--- config.mk ---
export PLATFORM = sky130hd
export DESIGN_NAME = mem_port_arbiter_flat
export DESIGN_NICKNAME = d
export VERILOG_FILES = /design/src/rtl/mem_port_arbiter_if.sv /design/src/rtl/mem_port_arbiter.sv /design/src/flat_wrapper.sv
export SDC_FILE = /design/constraint.sdc
export NUM_CORES = 1
export LEC_CHECK = 0
export CAP_MARGIN = 10
export CORE_MARGIN = 2
export CORE_UTILIZATION = 44
export CTS_CLUSTER_DIAMETER = 200
export DETAILED_ROUTE_END_ITERATION = 8
export PLACE_DENSITY_LB_ADDON = 0.12
export SYNTH_ARGS = -nofsm -noshare
export SYNTH_HDL_FRONTEND = slang
export SYNTH_SLANG_ARGS = --single-unit
--- constraint.sdc ---
create_clock -name clk -period 4.6 [get_ports clk]
set_input_delay 0.92 -clock clk [delete_from_list [all_inputs] [get_ports clk]]
set_output_delay 0.92 -clock clk [all_outputs]
set_load 0.01 [all_outputs]
--- src/rtl/mem_port_arbiter_if.sv ---
// Bus bundle for the two-requester memory arbiter. It carries the CPU port,
// the loader port, the memory side, and the status outputs.
interface mem_port_arbiter_if #(
    parameter int ADDR_W = 32,
    parameter int DATA_W = 32
);
    // CPU port
    logic              c_req;
    logic              c_we;
    logic [ADDR_W-1:0] c_addr;
    logic [DATA_W-1:0] c_wdata;
    logic [DATA_W-1:0] c_rdata;
    logic              c_ack;
    logic              cpu_stall;
    // loader port
    logic              l_req;
    logic              l_we;
    logic [ADDR_W-1:0] l_addr;
    logic [DATA_W-1:0] l_wdata;
    logic [DATA_W-1:0] l_rdata;
    logic              l_ack;
    // memory side
    logic              mem_en;
    logic              mem_we;
    logic [ADDR_W-1:0] mem_addr;
    logic [DATA_W-1:0] mem_wdata;
    logic [DATA_W-1:0] mem_rdata;
    logic              mem_ready;
    // status
    logic              err;
    logic [1:0]        grant;

    // arbiter view
    modport slave (
        input  c_req, c_we, c_addr, c_wdata,
        output c_rdata, c_ack, cpu_stall,
        input  l_req, l_we, l_addr, l_wdata,
        output l_rdata, l_ack,
        output mem_en, mem_we, mem_addr, mem_wdata,
        input  mem_rdata, mem_ready,
        output err, grant
    );

    // requester and memory view
    modport master (
        output c_req, c_we, c_addr, c_wdata,
        input  c_rdata, c_ack, cpu_stall,
        output l_req, l_we, l_addr, l_wdata,
        input  l_rdata, l_ack,
        input  mem_en, mem_we, mem_addr, mem_wdata,
        output mem_rdata, mem_ready,
        input  err, grant
    );
endinterface

--- src/rtl/mem_port_arbiter.sv ---
// Round-robin arbiter that shares one memory between the CPU port (C) and the
// loader port (L). Each grant runs one memory transaction. The transaction ends
// on mem_ready, or on a timeout if the memory never answers. The requester
// receives a single ack pulse, and read data is registered on that ack.
module mem_port_arbiter #(
    parameter int ADDR_W  = 32,
    parameter int DATA_W  = 32,
    parameter int TIMEOUT = 16
) (
    input  logic                clk,
    input  logic                reset,
    mem_port_arbiter_if.slave   bus
);
    localparam int CNT_W = 8;
    localparam logic [CNT_W-1:0] CNT_LAST = CNT_W'(TIMEOUT - 1);

    typedef enum logic [1:0] {IDLE, XFER_C, XFER_L, DONE} state_t;

    // last_grant encoding: 0 = CPU, 1 = loader
    localparam logic LG_C = 1'b0;
    localparam logic LG_L = 1'b1;

    state_t             state_q, state_d;
    logic               mem_en_q, mem_en_d;
    logic               mem_we_q, mem_we_d;
    logic [ADDR_W-1:0]  mem_addr_q, mem_addr_d;
    logic [DATA_W-1:0]  mem_wdata_q, mem_wdata_d;
    logic [DATA_W-1:0]  c_rdata_q, c_rdata_d;
    logic [DATA_W-1:0]  l_rdata_q, l_rdata_d;
    logic               c_ack_q, c_ack_d;
    logic               l_ack_q, l_ack_d;
    logic               err_q, err_d;
    logic [1:0]         grant_q, grant_d;
    logic               last_grant_q, last_grant_d;
    logic [CNT_W-1:0]   cnt_q, cnt_d;

    logic               xfer_l;
    logic               pick_c;

    // Register every piece of state. Reset takes priority, so it also removes any pending ack.
    always_ff @(posedge clk) begin
        if (reset) begin
            state_q      <= IDLE;
            mem_en_q     <= 1'b0;
            mem_we_q     <= 1'b0;
            mem_addr_q   <= '0;
            mem_wdata_q  <= '0;
            c_rdata_q    <= '0;
            l_rdata_q    <= '0;
            c_ack_q      <= 1'b0;
            l_ack_q      <= 1'b0;
            err_q        <= 1'b0;
            grant_q      <= 2'b00;
            last_grant_q <= LG_L;
            cnt_q        <= '0;
        end else begin
            state_q      <= state_d;
            mem_en_q     <= mem_en_d;
            mem_we_q     <= mem_we_d;
            mem_addr_q   <= mem_addr_d;
            mem_wdata_q  <= mem_wdata_d;
            c_rdata_q    <= c_rdata_d;
            l_rdata_q    <= l_rdata_d;
            c_ack_q      <= c_ack_d;
            l_ack_q      <= l_ack_d;
            err_q        <= err_d;
            grant_q      <= grant_d;
            last_grant_q <= last_grant_d;
            cnt_q        <= cnt_d;
        end
    end

    // Compute the next state and the next value of every register.
    always_comb begin
        state_d      = state_q;
        mem_en_d     = mem_en_q;
        mem_we_d     = mem_we_q;
        mem_addr_d   = mem_addr_q;
        mem_wdata_d  = mem_wdata_q;
        c_rdata_d    = c_rdata_q;
        l_rdata_d    = l_rdata_q;
        c_ack_d      = 1'b0;
        l_ack_d      = 1'b0;
        err_d        = 1'b0;
        grant_d      = grant_q;
        last_grant_d = last_grant_q;
        cnt_d        = cnt_q;
        xfer_l       = (state_q == XFER_L);
        // When both ports request, the CPU wins only if the loader had the last grant.
        pick_c       = bus.c_req && (!bus.l_req || last_grant_q == LG_L);

        case (state_q)
            IDLE: begin
                if (pick_c) begin
                    state_d     = XFER_C;
                    mem_en_d    = 1'b1;
                    mem_we_d    = bus.c_we;
                    mem_addr_d  = bus.c_addr;
                    mem_wdata_d = bus.c_wdata;
                    grant_d     = 2'b01;
                    cnt_d       = '0;
                end else if (bus.l_req) begin
                    state_d     = XFER_L;
                    mem_en_d    = 1'b1;
                    mem_we_d    = bus.l_we;
                    mem_addr_d  = bus.l_addr;
                    mem_wdata_d = bus.l_wdata;
                    grant_d     = 2'b10;
                    cnt_d       = '0;
                end
            end
            XFER_C, XFER_L: begin
                // mem_ready takes precedence over the timeout when both happen in the same cycle.
                if (bus.mem_ready || cnt_q == CNT_LAST) begin
                    state_d      = DONE;
                    mem_en_d     = 1'b0;
                    err_d        = !bus.mem_ready;
                    last_grant_d = xfer_l ? LG_L : LG_C;
                    if (xfer_l) begin
                        l_ack_d = 1'b1;
                        if (!bus.mem_ready)
                            l_rdata_d = '0;
                        else if (!mem_we_q)
                            l_rdata_d = bus.mem_rdata;
                    end else begin
                        c_ack_d = 1'b1;
                        if (!bus.mem_ready)
                            c_rdata_d = '0;
                        else if (!mem_we_q)
                            c_rdata_d = bus.mem_rdata;
                    end
                end else begin
                    cnt_d = cnt_q + 1'b1;
                end
            end
            DONE: begin
                state_d = IDLE;
                grant_d = 2'b00;
            end
            default: state_d = IDLE;
        endcase
    end

    assign bus.mem_en    = mem_en_q;
    assign bus.mem_we    = mem_we_q;
    assign bus.mem_addr  = mem_addr_q;
    assign bus.mem_wdata = mem_wdata_q;
    assign bus.c_rdata   = c_rdata_q;
    assign bus.l_rdata   = l_rdata_q;
    assign bus.c_ack     = c_ack_q;
    assign bus.l_ack     = l_ack_q;
    assign bus.err       = err_q;
    assign bus.grant     = grant_q;
    assign bus.cpu_stall = bus.c_req & ~c_ack_q;
endmodule

--- src/flat_wrapper.sv ---
// flat-port wrapper written by rule: the top's interface ports become plain ports
module mem_port_arbiter_flat 
#(
    parameter int ADDR_W  = 32,
    parameter int DATA_W  = 32,
    parameter int TIMEOUT = 16
)
  (clk, reset, bus_c_req, bus_c_we, bus_c_addr, bus_c_wdata, bus_c_rdata, bus_c_ack, bus_cpu_stall, bus_l_req, bus_l_we, bus_l_addr, bus_l_wdata, bus_l_rdata, bus_l_ack, bus_mem_en, bus_mem_we, bus_mem_addr, bus_mem_wdata, bus_mem_rdata, bus_mem_ready, bus_err, bus_grant);
  mem_port_arbiter_if #(.ADDR_W(ADDR_W), .DATA_W(DATA_W)) bus_i ();
  input  logic clk;
  input  logic reset;
  input wire logic [$bits(bus_i.c_req)-1:0] bus_c_req;
  input wire logic [$bits(bus_i.c_we)-1:0] bus_c_we;
  input wire logic [$bits(bus_i.c_addr)-1:0] bus_c_addr;
  input wire logic [$bits(bus_i.c_wdata)-1:0] bus_c_wdata;
  output wire logic [$bits(bus_i.c_rdata)-1:0] bus_c_rdata;
  output wire logic [$bits(bus_i.c_ack)-1:0] bus_c_ack;
  output wire logic [$bits(bus_i.cpu_stall)-1:0] bus_cpu_stall;
  input wire logic [$bits(bus_i.l_req)-1:0] bus_l_req;
  input wire logic [$bits(bus_i.l_we)-1:0] bus_l_we;
  input wire logic [$bits(bus_i.l_addr)-1:0] bus_l_addr;
  input wire logic [$bits(bus_i.l_wdata)-1:0] bus_l_wdata;
  output wire logic [$bits(bus_i.l_rdata)-1:0] bus_l_rdata;
  output wire logic [$bits(bus_i.l_ack)-1:0] bus_l_ack;
  output wire logic [$bits(bus_i.mem_en)-1:0] bus_mem_en;
  output wire logic [$bits(bus_i.mem_we)-1:0] bus_mem_we;
  output wire logic [$bits(bus_i.mem_addr)-1:0] bus_mem_addr;
  output wire logic [$bits(bus_i.mem_wdata)-1:0] bus_mem_wdata;
  input wire logic [$bits(bus_i.mem_rdata)-1:0] bus_mem_rdata;
  input wire logic [$bits(bus_i.mem_ready)-1:0] bus_mem_ready;
  output wire logic [$bits(bus_i.err)-1:0] bus_err;
  output wire logic [$bits(bus_i.grant)-1:0] bus_grant;
  assign bus_i.c_req = bus_c_req;
  assign bus_i.c_we = bus_c_we;
  assign bus_i.c_addr = bus_c_addr;
  assign bus_i.c_wdata = bus_c_wdata;
  assign bus_c_rdata = bus_i.c_rdata;
  assign bus_c_ack = bus_i.c_ack;
  assign bus_cpu_stall = bus_i.cpu_stall;
  assign bus_i.l_req = bus_l_req;
  assign bus_i.l_we = bus_l_we;
  assign bus_i.l_addr = bus_l_addr;
  assign bus_i.l_wdata = bus_l_wdata;
  assign bus_l_rdata = bus_i.l_rdata;
  assign bus_l_ack = bus_i.l_ack;
  assign bus_mem_en = bus_i.mem_en;
  assign bus_mem_we = bus_i.mem_we;
  assign bus_mem_addr = bus_i.mem_addr;
  assign bus_mem_wdata = bus_i.mem_wdata;
  assign bus_i.mem_rdata = bus_mem_rdata;
  assign bus_i.mem_ready = bus_mem_ready;
  assign bus_err = bus_i.err;
  assign bus_grant = bus_i.grant;
  mem_port_arbiter #(.ADDR_W(ADDR_W), .DATA_W(DATA_W), .TIMEOUT(TIMEOUT)) u_core (.clk(clk), .reset(reset), .bus(bus_i));
endmodule
**Congestion heat map**

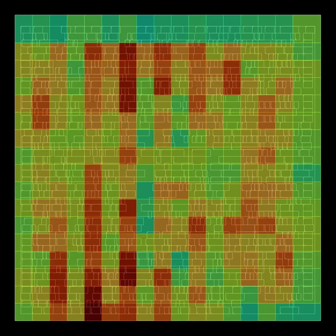
GR Layer Usage met1: 29.5%
grt met3 use: 9.30%
final core occ: 73.1%
GR Util All Layers: 26.9%
GR Util met2: 46.9%

**Gate families picked out**

Scale bar: 20 um.
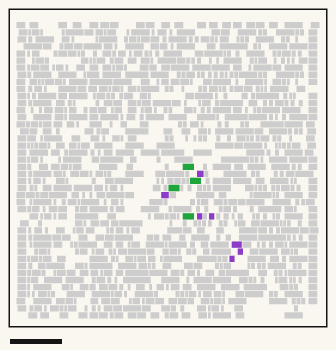
[green] adder and majority cells | cells: 4 | where: centre
[purple] AND and OR gates | cells: 7
Comb/total area: 29.4%
most used logic cell in the final layout: clkdlybuf4s50_1
Final Non-Filler Cells: 1207

**Sequential cells grouped by signal name**

Scale bar: 20 um. Other sequential cells in the stronger grey, the rest of the logic in the fainter grey.
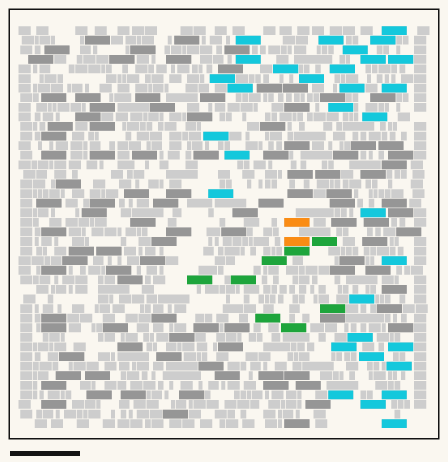
[orange] u_core.bus.grant | sequential cells: 2
[green] u_core.cnt_q | sequential cells: 8
[cyan] u_core.bus.c_rdata | sequential cells: 32
not coloured: 104

**Layout detail**

Scale bar: 5 um. Region (51, 75) to (71, 95) um. Cells in grey, sequential cells in the stronger grey; small squares are vias.
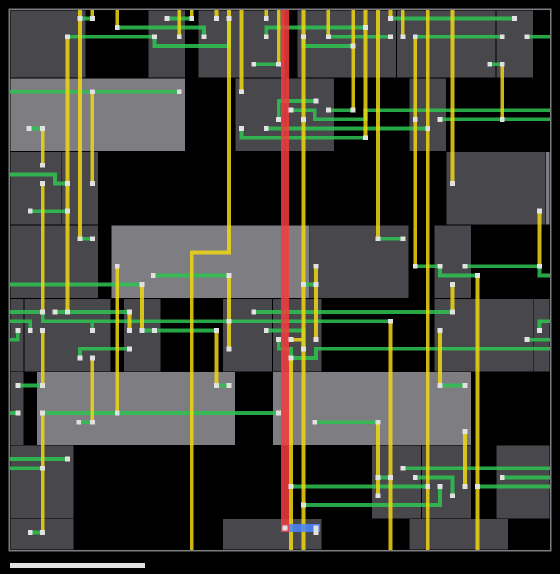
[green] met1
[yellow] met2
[red] met4
[blue] met3
netlist names of flops here include: u_core.bus.c_rdata (2), u_core.bus.mem_addr (2)
sequential cells in the window: 4
most frequent: clkdlybuf4s50_1 (9), dfxtp_1 (4)
cells with their middle in the window: 28

**Wiring by layer**

Scale bar: 20 um.
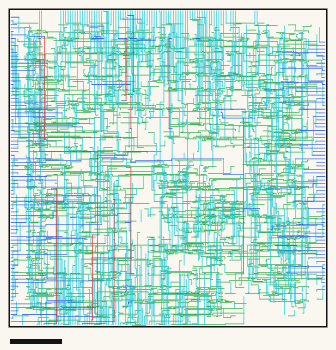
[cyan] met2 | wire length: 10200 um
[blue] met3 | wire length: 1730 um
[red] met4 | wire length: 477 um
[green] met1 | wire length: 7950 um

==> reports/metrics.yaml <==
status: "completed"
rsz0062_at_grt: "no"
intPower_mw: 3.35
pwr-share-seq_pct: 34.0
ys_top_logic_family: "AND-OR/OR-AND gates"
ys_seq_share_pct: 48.2
largest_cell_class: "non-clock buffers"
ctsHoldBuffers: 0
num_rows: 42
synth_area_um2: 6070
regArea_um2: 2920
drt_pass1_iterations: 5
log.warning_count: 28
r2r_end: "u_core.bus.l_rdata[3]"
synthFlopType: "dfxtp_1"
vias: 6489
placed_cell_area_um2: 9110
ios: 303
path_clk_slew_ns: 0.06
initCoreUtil_pct: 45.5
hold_path_class: "register to register"
buffers_excl_clock: 309
synth_flops: 146
antenna_cells: 2
period_minus_slack_ns: 2.99
drcViolationCount: 0
drive_gt1_share_pct: 5.05
cp-end-kind: "output pin"
taps: 176
hpwl_um: 14000
place_congestion: 0.803
whs_path_depth: 2
grt_pass1_vias: 6290
top_cell: "dfxtp_1"
top_cells_by_area: "dfxtp_1 48%, a311oi_1 9.7%, nand2_1 8.3%, o21ai_0 6.0%, a21oi_1 5.9%"
cts_tree: "built"
p_leak_nw: 3.48
cap_violations: 0
grt_max_degree: 99
p_comb_mw: 1.82
ys_chip_area_um2: 6070
nets: 1187
fin_hold_ws_ns: 0.473
core_region_area_um2: 13300
clk_latency_ns: 0.42
synthTopCellsByCount: "146 x dfxtp_1, 135 x nand2_1, 73 x o21ai_0, 71 x a21oi_1, 71 x nand3_1"
final.setup.tns_ns: 0
synthCells: 762
inverters: 5
[state kept, by name, summed over array words and instances (netlist names), 2 cells and up]
name and count:
u_core.bus.c_rdata 32, u_core.bus.l_rdata 32, u_core.bus.mem_addr 32, u_core.bus.mem_wdata 32
u_core.cnt_q 8, u_core.bus.grant 2, u_core.state_q 2
[metrics by stage]
stage	total power [mW]	std cells	setup WS (ns)
3_5_place_dp	3.54	1173	1.41
5_1_grt	5.25	1207	1.52
3_3_place_gp	3.52	1173	1.55
4_1_cts	5.02	1205	1.61
2_1_floorplan	2.62	762	1.81
6_report	4.99	1207	1.61
[layer usage]
metal  vias up  share of wire, %  global-route usage [%]
met1      2988                39                    29.5
met3        29               8.5                    9.30
li1       3228                 -                       -
met4         0               2.3                    11.6
met2       244                50                    46.9
met5         -                 0                       0
[placed cells by master, fill, tap and decap left out, types with 2 or more instances in the layout]
| cell type | count |
|---|---|
| clkdlybuf4s50_1 | 300 |
| dfxtp_1 | 146 |
| nand2_1 | 134 |
| o21ai_0 | 73 |
| a21oi_1 | 71 |
| nand3_1 | 71 |
| nor2_1 | 70 |
| a311oi_1 | 67 |
| clkbuf_16 | 17 |
| nor3_1 | 7 |
| buf_4 | 7 |
| o22a_1 | 6 |
| inv_1 | 5 |
| nor2b_1 | 4 |
| and3_1 | 4 |
| ha_1 | 4 |
| bufinv_16 | 4 |
| clkinv_4 | 3 |
| diode_2 | 2 |
| nand2b_1 | 2 |
| nor4_1 | 2 |
| mux2_2 | 2 |
| a211oi_1 | 2 |
| a21bo_2 | 2 |
| clkinvlp_4 | 2 |
| clkbuf_8 | 2 |
| clkinv_2 | 2 |
[critical path, cell delays in order]
cell and delay (ns):
buf_2 0.40, nor2b_1 0.20, clkdlybuf4s50_1 0.55
Power and IR drop assume default switching activity.
